### src/rtl/mux_pkg.sv
// rtl/mux_pkg.sv - shared constants, index type and helpers for the round-robin stream mux
package mux_pkg;

  localparam int MUX_MAX_IN = 16;

  // Index width for n sources, never narrower than one bit
  function automatic int clog2_min1(input int n);
    int r;
    r = 1;
    for (int i = 1; i < 32; i++) begin
      if ((1 << i) < n) r = i + 1;
    end
    return r;
  endfunction

  // Wide enough to hold any out_sel value a consumer may decode
  typedef logic [clog2_min1(MUX_MAX_IN)-1:0] idx_t;

  // Output register occupancy
  typedef enum logic {
    ST_EMPTY = 1'b0,
    ST_FULL  = 1'b1
  } out_state_e;

endpackage

### src/rtl/mux_rr_stream_rr_arbiter.sv
// rtl/mux_rr_stream_rr_arbiter.sv - combinational round-robin arbiter with optional grant lock
module rr_arbiter
  import mux_pkg::*;
#(
  parameter int NUM_IN = 4,
  localparam int IDX_W = clog2_min1(NUM_IN)
) (
  input  logic [NUM_IN-1:0] req,
  input  logic [IDX_W-1:0]  ptr,
  input  logic              lock,
  input  logic [IDX_W-1:0]  lock_idx,
  output logic [NUM_IN-1:0] grant,
  output logic [IDX_W-1:0]  grant_idx
);

  logic w_found;
  int   w_pos;

  // Search from ptr with wrap; a lock pins the grant to lock_idx whenever anyone requests
  always_comb begin
    grant     = '0;
    grant_idx = '0;
    w_found   = 1'b0;
    w_pos     = 0;
    if (lock) begin
      grant_idx = lock_idx;
      if (|req) grant[lock_idx] = 1'b1;
    end else begin
      for (int k = 0; k < NUM_IN; k++) begin
        w_pos = int'(ptr) + k;
        if (w_pos >= NUM_IN) w_pos = w_pos - NUM_IN;
        if (!w_found && req[w_pos]) begin
          w_found       = 1'b1;
          grant[w_pos]  = 1'b1;
          grant_idx     = IDX_W'(w_pos);
        end
      end
    end
  end

endmodule

### src/rtl/mux_rr_stream.sv
// rtl/mux_rr_stream.sv - NUM_IN-to-1 registered stream mux with round-robin arbitration (option: MUX_RR_PKT_LOCK_EN)
module mux_rr_stream
  import mux_pkg::*;
#(
  parameter int SIZE   = 5,
  parameter int NUM_IN = 4,
  localparam int IDX_W = clog2_min1(NUM_IN)
) (
  input  logic                   clk,
  input  logic                   rst,
  input  logic [NUM_IN*SIZE-1:0] in_data,
  input  logic [NUM_IN-1:0]      in_valid,
  output logic [NUM_IN-1:0]      in_ready,
`ifdef MUX_RR_PKT_LOCK_EN
  input  logic [NUM_IN-1:0]      in_last,
  output logic                   out_last,
`endif
  output logic [SIZE-1:0]        out_data,
  output logic                   out_valid,
  input  logic                   out_ready,
  output logic [IDX_W-1:0]       out_sel
);

  out_state_e        r_state;
  out_state_e        w_state_nxt;
  logic              w_load_en;
  logic              w_out_valid;
  logic [NUM_IN-1:0] w_grant;
  logic [IDX_W-1:0]  w_grant_idx;
  logic [IDX_W-1:0]  w_ptr_nxt;
  logic [IDX_W-1:0]  r_rr_ptr;
  logic              w_xfer;
  logic [SIZE-1:0]   w_grant_data;
  logic [SIZE-1:0]   r_out_data;
  logic [IDX_W-1:0]  r_out_sel;
  logic              w_lock;
  logic [IDX_W-1:0]  w_lock_idx;
  logic              w_advance;

`ifdef MUX_RR_PKT_LOCK_EN
  logic              r_lock;
  logic [IDX_W-1:0]  r_lock_idx;
  logic              r_out_last;

  assign w_lock     = r_lock;
  assign w_lock_idx = r_lock_idx;
  // Pointer moves only when a packet closes
  assign w_advance  = w_xfer && in_last[w_grant_idx];
  assign out_last   = r_out_last;
`else
  assign w_lock     = 1'b0;
  assign w_lock_idx = '0;
  assign w_advance  = w_xfer;
`endif

  rr_arbiter #(
    .NUM_IN (NUM_IN)
  ) u_arb (
    .req       (in_valid),
    .ptr       (r_rr_ptr),
    .lock      (w_lock),
    .lock_idx  (w_lock_idx),
    .grant     (w_grant),
    .grant_idx (w_grant_idx)
  );

  // No ready is offered while reset is held so nothing is consumed and then dropped
  assign in_ready     = (w_load_en && !rst) ? w_grant : '0;
  assign w_xfer       = |(in_valid & in_ready);
  assign w_grant_data = in_data[int'(w_grant_idx)*SIZE +: SIZE];
  assign w_ptr_nxt    = (int'(w_grant_idx) == NUM_IN - 1) ? '0 : w_grant_idx + IDX_W'(1);

  // Output register occupancy state
  always_ff @(posedge clk) begin
    if (rst) r_state <= ST_EMPTY;
    else     r_state <= w_state_nxt;
  end

  // Fill on any transfer; drain when the consumer takes the beat and nothing refills it
  always_comb begin
    w_state_nxt = r_state;
    case (r_state)
      ST_EMPTY: if (w_xfer) w_state_nxt = ST_FULL;
      ST_FULL: begin
        if (w_xfer)         w_state_nxt = ST_FULL;
        else if (out_ready) w_state_nxt = ST_EMPTY;
      end
      default: w_state_nxt = ST_EMPTY;
    endcase
  end

  // The register can take a new beat when empty or being emptied this cycle
  always_comb begin
    w_out_valid = (r_state == ST_FULL);
    w_load_en   = (r_state == ST_EMPTY) || out_ready;
  end

  assign out_valid = w_out_valid;
  assign out_data  = r_out_data;
  assign out_sel   = r_out_sel;

  // Payload and source index; both hold unless a new beat is accepted
  always_ff @(posedge clk) begin
    if (rst) begin
      r_out_data <= '0;
      r_out_sel  <= '0;
    end else if (w_xfer) begin
      r_out_data <= w_grant_data;
      r_out_sel  <= w_grant_idx;
    end
  end

  // Round-robin pointer points one past the last winner
  always_ff @(posedge clk) begin
    if (rst)            r_rr_ptr <= '0;
    else if (w_advance) r_rr_ptr <= w_ptr_nxt;
  end

`ifdef MUX_RR_PKT_LOCK_EN
  // Hold the grant on the current source until its last beat is accepted
  always_ff @(posedge clk) begin
    if (rst) begin
      r_lock     <= 1'b0;
      r_lock_idx <= '0;
      r_out_last <= 1'b0;
    end else if (w_xfer) begin
      r_lock     <= !in_last[w_grant_idx];
      r_lock_idx <= w_grant_idx;
      r_out_last <= in_last[w_grant_idx];
    end
  end
`endif

endmodule

### config.mk
export PLATFORM = sky130hd
export DESIGN_NAME = mux_rr_stream
export DESIGN_NICKNAME = d
export VERILOG_FILES = /design/src/rtl/mux_pkg.sv /design/src/rtl/mux_rr_stream_rr_arbiter.sv /design/src/rtl/mux_rr_stream.sv
export SDC_FILE = /design/constraint.sdc
export NUM_CORES = 1
export LEC_CHECK = 0
export CORE_ASPECT_RATIO = 0.8
export CORE_MARGIN = 2
export CORE_UTILIZATION = 54
export DETAILED_ROUTE_END_ITERATION = 12
export DONT_BUFFER_PORTS = 1
export PLACE_DENSITY = 0.77
export SYNTH_ARGS = -nofsm -noshare
export SYNTH_HDL_FRONTEND = slang
export SYNTH_HIERARCHICAL = 1
export SYNTH_SLANG_ARGS = --single-unit
### constraint.sdc
create_clock -name clk -period 6.22 [get_ports clk]
set_clock_uncertainty 0.15 [all_clocks]
set_input_delay 0.622 -clock clk [delete_from_list [all_inputs] [get_ports clk]]
set_output_delay 0.622 -clock clk [all_outputs]
set_load 0.02 [all_outputs]
==> metrics.yaml, run 1 <==
clocking:
  ctsRootBufferMaster: "clkbuf_16"
  path_clk_slew_ns: 0.06
  cts_sinks: 70
  htree_levels: 3
  cts_tree: "done"
  clock_path_buffers: 2
logic_synthesis:
  async_flop_share_pct: 0
  yosysSeqAreaShare_pct: 11.6
  synth-edff-count: 0
  yosysWarnings: 6
  ys.flops: 70
  yosys_cells: 1727
  synth_cells: 1727
  ys.flop_type: "dfxtp_1"
  syn_area_per_cell_um2: 7.01
  yosys_area_um2: 12100
  netlist_area_um2: 12100
  ys_types: 91
worst_setup_path:
  critPathKind: "reg2out"
  arrival_ns: 5.38
  cp_data_required_time_ns: 5.45
  cp-start-kind: "register"
  rr_worst_depth: 18
  crit_path_end_kind: "output port"
  critPathCapture: "in_ready[3]"
  critPathMaxStageDelay_ns: 0.66
  crit_slowest_cell: "or4_1"
  crit_family: "simple AND/OR/NAND/NOR gates"
  reg2reg_slack_ns: 0.08
  cp_cell_sequence: "nand4_1, or4_1, nor2_2, xnor2_1, and4b_2, and4_4, nor4_4, xnor2_1, or4_1, or4_4, o311a_1, a32oi_2, buf_4, and3_2"
  cp-startpoint: "r_rr_ptr[24]"
  cp.depth: 14
  critPathMaxFanout: 8
  r2r_end: "r_rr_ptr[10]"
  rr_startpoint: "r_rr_ptr[24]"
  worst-path-buf-inv: 1
cells_and_area:
  drive_above_1_share_pct: 20.6
  final_nets: 1960
  layout_top_cells: "224 x buf_4, 185 x nand2_1, 140 x nor2_1"
  utilization_pct: 67.7
  area_delta_synth_final_pct: 22.0
  stdcell_area_um2: 14800
  n_antenna_cell: 0
flow_run:
  drv_cap: 0
  warnings: 39
floorplanning:
  die_area_um2: 23600
  fp_util_pct: 55.5
  core_um2: 21800
  core.rowCount: 48
  io_pins: 69
sta:
  clock.fmax_mhz: 163
  post-route-min-period_ns: 6.15
  worstMarginPinSlew_ns: 0.832
  fin_crit_sh_pct: 98.9
  finalSetupViolCount: 0
  layout_setup_ws_ns: 0.0714
  timing.slew.headroom_pct: 44.6
  slew_violations: 0
  hold_viol: 0
  rsz0062_at_grt: "yes"
grt:
  grt_start_max_net_pins: 53
  grt_overflow: 0
  grt_first_pass_wirelength_um: 83700
  antenna_found_initial: 1
  grt_pass1_vias: 13800
status:
  status: "complete, no violations"
drt:
  routed_via_density: 7.07
  drt-initial-drc-count: 3007
  ant_nets: 0
  drt_first_pass_iters: 7
  post-route-drc-count: 0
place:
  dpl.hpwl_um: 44200
  gp_congestion: 1.15
  pre_cts_slack_ns: -0.149
  place_area_um2: 13900
min_path:
  min_path_type: "in2reg"
  whs_path_depth: 1
==> run 1: stage by stage <==
| step | std cells | hold WS [ns] | setup TNS [ns] |
|---|---|---|---|
| final | 2211 | 0.210 | 0 |
| after global routing | 2211 | 0.192 | -0.649 |
| after CTS | 2203 | 0.195 | 0 |
| after detailed placement | 2183 | 0.390 | -6.05 |
| after global placement | 2183 | 0.390 | -1.46 |
| after floorplan | 1795 | 0.297 | 0 |
==> run 1: per-layer routing <==
layer	global-route usage (%)	vias to the layer above	routed length [µm]
li1	-	6794	-
met1	63.2	7163	21900
met2	67.7	1383	22300
met3	15.0	295	8740
met4	22.4	0	3580
met5	0	-	0
==> run 1: cell type report <==
type                       instances  area (µm²)
multi-input combinational       1551       10600
fill                            1984        7040
timing repair buffer             233        1840
sequential                        70        1420
tap                              300         375
clock buffer                      12         246
inverter                          41         154
clock inverter                     4        70.1
==> run 1: what timing repair did <==
item,4_1_cts,5_1_grt
gates cloned,0,0
endpoints found under the setup margin,73,74
buffers inserted,4,8
hold buffers,0,0
gates resized,39,72
pin swaps,3,14
==> run 1: sequential cells by signal, summed over array words and instances (netlist names) <==
name,flops
out_valid,1
out_sel,32
r_rr_ptr,32
out_data,5
==> run 1: how the worst min path moves through the flow <==
stage | slack, ns | endpoint | startpoint
2_1_floorplan | 0.30 | r_rr_ptr[20] | r_rr_ptr[20]
3_3_place_gp | 0.39 | out_sel[5] | out_sel[5]
3_5_place_dp | 0.39 | out_sel[9] | out_sel[9]
4_1_cts | 0.19 | r_rr_ptr[5] | rst
5_1_grt | 0.19 | r_rr_ptr[6] | rst
6_report | 0.21 | out_sel[6] | rst
==> run 1: cells in the mapped netlist (11+ instances only) <==
library cell  number  share of area (%)
nand3_1           63                2.6
nor4_1            61                3.2
nand4b_1          12               0.87
nand4_1           84                4.3
o211ai_1          13               0.81
a21boi_0          11               0.68
inv_1             39                1.2
clkbuf_1          88                2.7
dfxtp_1           70                 12
a211oi_1          15               0.93
mux2_2            16                1.5
a22oi_1           30                1.9
and3_1            20                1.0
and4_1            27                2.0
buf_2             27                1.1
mux4_2            16                3.0
xnor2_1          127                9.2
o22ai_1           13               0.67
and2_1            19               0.98
xor2_1            73                5.3
a21oi_1           73                3.0
mux2i_1           23                1.9
o21ai_0           61                2.5
nand2_1          190                5.9
nor2_1           145                4.5
nand2b_1          11               0.57
o31ai_1           15               0.93
or4_1             18                1.1
or3_1             26                1.3
nor3_1            90                3.7
a31oi_1           20                1.0
ha_1              26                2.7
a22o_1            17                1.2
==> run 1: kinds of logic after synthesis <==
family                   count (synthesis)  synth area share, %
flip-flops                              70                 11.6
other                                    1               0.0310
AND-OR/OR-AND                          362                 20.7
adder cells (fa/ha/maj)                 27                 2.85
AND/OR/NAND/NOR                        835                 37.5
buffers and inverters                  174                 6.12
multiplexers                            57                 6.56
XOR/XNOR                               201                 14.6
Run 1, gate families picked out:
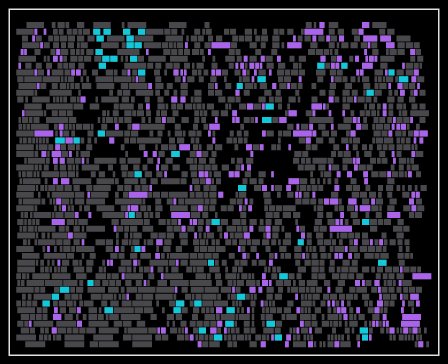
[purple] nor cells | cells: 335 | most used: nor2_1 | where: widely spread
[cyan] non-inverting ao/oa cells | cells: 54 | most used: a22o_1 | where: widely spread
most numerous logic cell after layout: buf_4
non-filler cells, final: 2211

Run 1, wiring heat map:
The die is cut into 34 by 28 equal tiles; white is low, dark blue is high, scaled to the fullest tile. Values are wire area over tile area, all layers added.
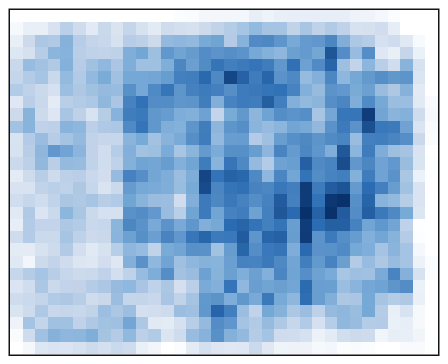
fullest tile: 1.1
tiles over half the peak: 36%
mean over tiles: 0.44
nearly empty tiles: 5.4%
WL per Instance: 25.6 µm
DRT Wirelength: 56600 µm
Total GRT Usage: 46.9%
vias: 15600

Run 1, the clock network:
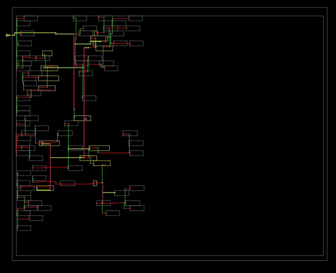
CTS Buf Count: 9
clk_lat worst skew: 0.33 ns
FFs & Latches: 70

Run 1, ports around the boundary:
Bar = 50 µm. Pins as bars across the die edge, other pins in gray.
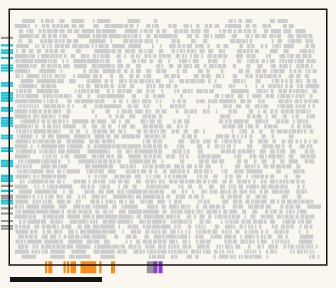
[cyan] out_sel | pins: 32 | direction: output | edge: left
[orange] in_data | pins: 20 | direction: input | edge: bottom
[purple] in_valid | pins: 4 | direction: input | edge: bottom
all pins by edge: 41 left, 28 bottom
Chip Width: 171 µm
Die Y-Extent: 138 µm
IO Port Bufs: 0

==> run 1 -> run 2 <==
CTS_CLUSTER_DIAMETER = 30   (was not set)
Run 2, layout detail:
Bar = 5 µm. Window x 76 to 96, y 87 to 107 µm. Cells in gray, sequential cells in the stronger gray; small squares are vias.
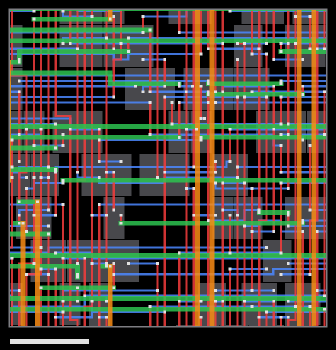
[green] M3
[orange] M4
[blue] M1
[red] M2
most frequent: xnor2_1 (5)
sequential cells in the window: 0
cells with their middle in the window: 30

Run 2, the clock network:
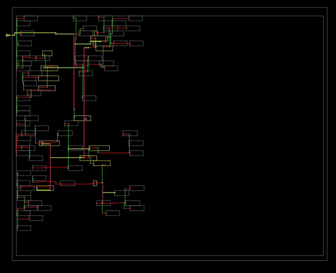
clk sinks: 70
clk_buf instances: 12

==> run 2 against run 1 <==
  * Final area unchanged
  * Count of clock-buffer cells in the layout unchanged
  * Cell count unchanged
  * Critical path type unchanged
  * Critical path depth unchanged
  * Non-clock buffer count unchanged
  * Highest routed layer unchanged
  * Register-to-register slack about the same
  * Synthesized cell count unchanged
  * Area after synthesis unchanged
==> metrics.yaml, run 2 <==
floorplanning:
  die_h_um: 138  # unchanged
  chipWidth_um: 171  # unchanged
  die_area_um2: 23600  # unchanged
  fp_util_pct: 55.5  # unchanged
  core.rowCount: 48  # unchanged
  io_pins: 69  # unchanged
  core_um2: 21800  # unchanged
grt:
  grt_start_max_net_pins: 53  # unchanged
  antenna_found_initial: 1  # unchanged
  grt_overflow: 0  # unchanged
  grt_usage_pct: 46.9  # unchanged
  grt_first_pass_wirelength_um: 83700  # unchanged
  grt_pass1_vias: 13800  # unchanged
logic_synthesis:
  synth_top_area_share_pct: 11.6  # unchanged
  netlist_area_um2: 12100  # unchanged
  yosysWarnings: 6  # unchanged
  ys_types: 91  # unchanged
  yosysSeqAreaShare_pct: 11.6  # unchanged
  yosys_cells: 1727  # unchanged
  async_flop_share_pct: 0  # unchanged
  ys.flop_type: "dfxtp_1"
  synth_area_leader_cell: "dfxtp_1"
  syn_area_per_cell_um2: 7.01  # unchanged
  synth_top_cell_by_count: "nand2_1"
  common_cells: "190 x nand2_1, 145 x nor2_1, 127 x xnor2_1"
  yosys_area_um2: 12100  # unchanged
  synth-edff-count: 0  # unchanged
  synth_cells: 1727  # unchanged
  topCellsByArea: "dfxtp_1 12%, xnor2_1 9.2%, nand2_1 5.9%"
  ys.flops: 70  # unchanged
worst_setup_path:
  worst-path-buf-inv: 1  # unchanged
  critPathMaxFanout: 8  # unchanged
  crit_slowest_cell: "or4_1"
  cp_data_required_time_ns: 5.45  # about the same
  crit_path_end_kind: "output port"
  arrival_ns: 5.38  # about the same
  cp-start-kind: "register"
  critPathKind: "reg2out"
  cp_cell_sequence: "nand4_1, or4_1, nor2_2, xnor2_1, and4b_2, and4_4, nor4_4, xnor2_1, or4_1, or4_4, o311a_1, a32oi_2, buf_4, and3_2"
  crit_family: "simple AND/OR/NAND/NOR gates"
  critPathMaxStageDelay_ns: 0.66  # about the same
cells_and_area:
  final_nets: 1960  # unchanged
  drive_above_1_share_pct: 20.6  # unchanged
  stdcell_area_um2: 14800  # unchanged
  layout_top_cell: "buf_4"
  area_delta_synth_final_pct: 22.0  # unchanged
  utilization_pct: 67.7  # unchanged
  fillers: 1984  # unchanged
  layout_top_cells: "224 x buf_4, 185 x nand2_1, 140 x nor2_1"
  n_antenna_cell: 0  # unchanged
  finalNonFillerCells: 2211  # unchanged
place:
  place_area_um2: 13900  # unchanged
  gp_congestion: 1.15  # unchanged
  portBuffers: 0  # unchanged
  dp_cells: 2183  # unchanged
  dpl.hpwl_um: 44200  # unchanged
drt:
  num_vias: 15600  # unchanged
  drt_first_pass_iters: 7  # unchanged
  post-route-drc-count: 0  # unchanged
  drt-initial-drc-count: 3007  # unchanged
  routed_via_density: 7.07  # unchanged
  ant_nets: 0  # unchanged
  route.final.wire_length_um: 56600  # unchanged
  post_drt_wl_per_cell_um: 25.6  # unchanged
flow_run:
  drv_cap: 0  # unchanged
  warnings: 39  # unchanged
clocking:
  htree_levels: 3  # unchanged
  path_clk_slew_ns: 0.06  # about the same
  cts_tree: "done"
  ctsRootBufferMaster: "clkbuf_16"
  clock.latency.late_pin_ns: 0.33  # about the same
  cts_buffers: 9  # unchanged
  clock_path_buffers: 2  # unchanged
sta:
  finalSetupViolCount: 0  # unchanged
  post-route-min-period_ns: 6.15  # unchanged
  hold_viol: 0  # unchanged
  fin_crit_sh_pct: 98.9  # unchanged
  worstMarginPinSlew_ns: 0.832  # unchanged
  clock.fmax_mhz: 163  # unchanged
  finalSetupTns_ns: 0  # unchanged
  timing.slew.headroom_pct: 44.6  # unchanged
  rsz0062_at_grt: "yes"
  slew_violations: 0  # unchanged
status:
  status: "complete, no violations"
min_path:
  min_path_type: "in2reg"
## run 2: final timing paths
path | startpoint | cells after the start | to | slack (ns)
setup / recovery | r_rr_ptr[24] | 14 | in_ready[3] | 0.07
setup reg to reg | r_rr_ptr[24] | 18 | r_rr_ptr[10] | 0.08
hold / removal | rst | 1 | out_sel[6] | 0.21
hold reg to reg | out_sel[6] | 2 | out_sel[6] | 0.40
## run 2: what timing repair did
| action | 4_1_cts | 5_1_grt |
|---|---|---|
| pin swaps | 3 | 14 |
| hold buffers | 0 | 0 |
| setup buffers | 4 | 8 |
| gates resized | 39 | 72 |
| endpoints found under the setup margin | 73 | 74 |
## run 2: final cells by class
cell class,instances,area [µm²],share of cell area [%]
inverter,41,154,1.04
multi-input combinational,1551,10600,72.2
sequential,70,1420,9.61
clock buffer,12,246,1.67
tap,300,375,2.54
clock inverter,4,70.1,0.475
timing repair buffer,233,1840,12.5
## run 2: kinds of logic (layout without fill, tap and decap cells)
| family | after synthesis | after routing | share of synthesized area [%] |
|---|---|---|---|
| and+or+nand+nor | 835 | 835 | 37.5 |
| AOI/OAI and AO/OA | 362 | 362 | 20.7 |
| xor gates and xnor gates | 201 | 201 | 14.6 |
| buffers and inverters | 174 | 290 | 6.12 |
| DFF | 70 | 70 | 11.6 |
| muxes | 57 | 57 | 6.56 |
| adders and majority gates | 27 | 27 | 2.85 |
| other | 1 | 69 | 0.0310 |
## run 2: metrics by stage
step | setup WS (ns) | hold slack [ns]
after floorplan | 0.0951 | 0.297
after global placement | -0.0721 | 0.390
after detailed placement | -0.149 | 0.390
after CTS | 0.00000711 | 0.195
after global routing | -0.0708 | 0.192
final | 0.0714 | 0.210
## run 2: layer usage
layer	vias to the layer above	global-route usage (%)	part of all wire (%)
met5	-	0	0
met1	7163	63.2	39
met4	0	22.4	6.3
met2	1383	67.7	39
met3	295	15.0	15
li1	6794	-	-
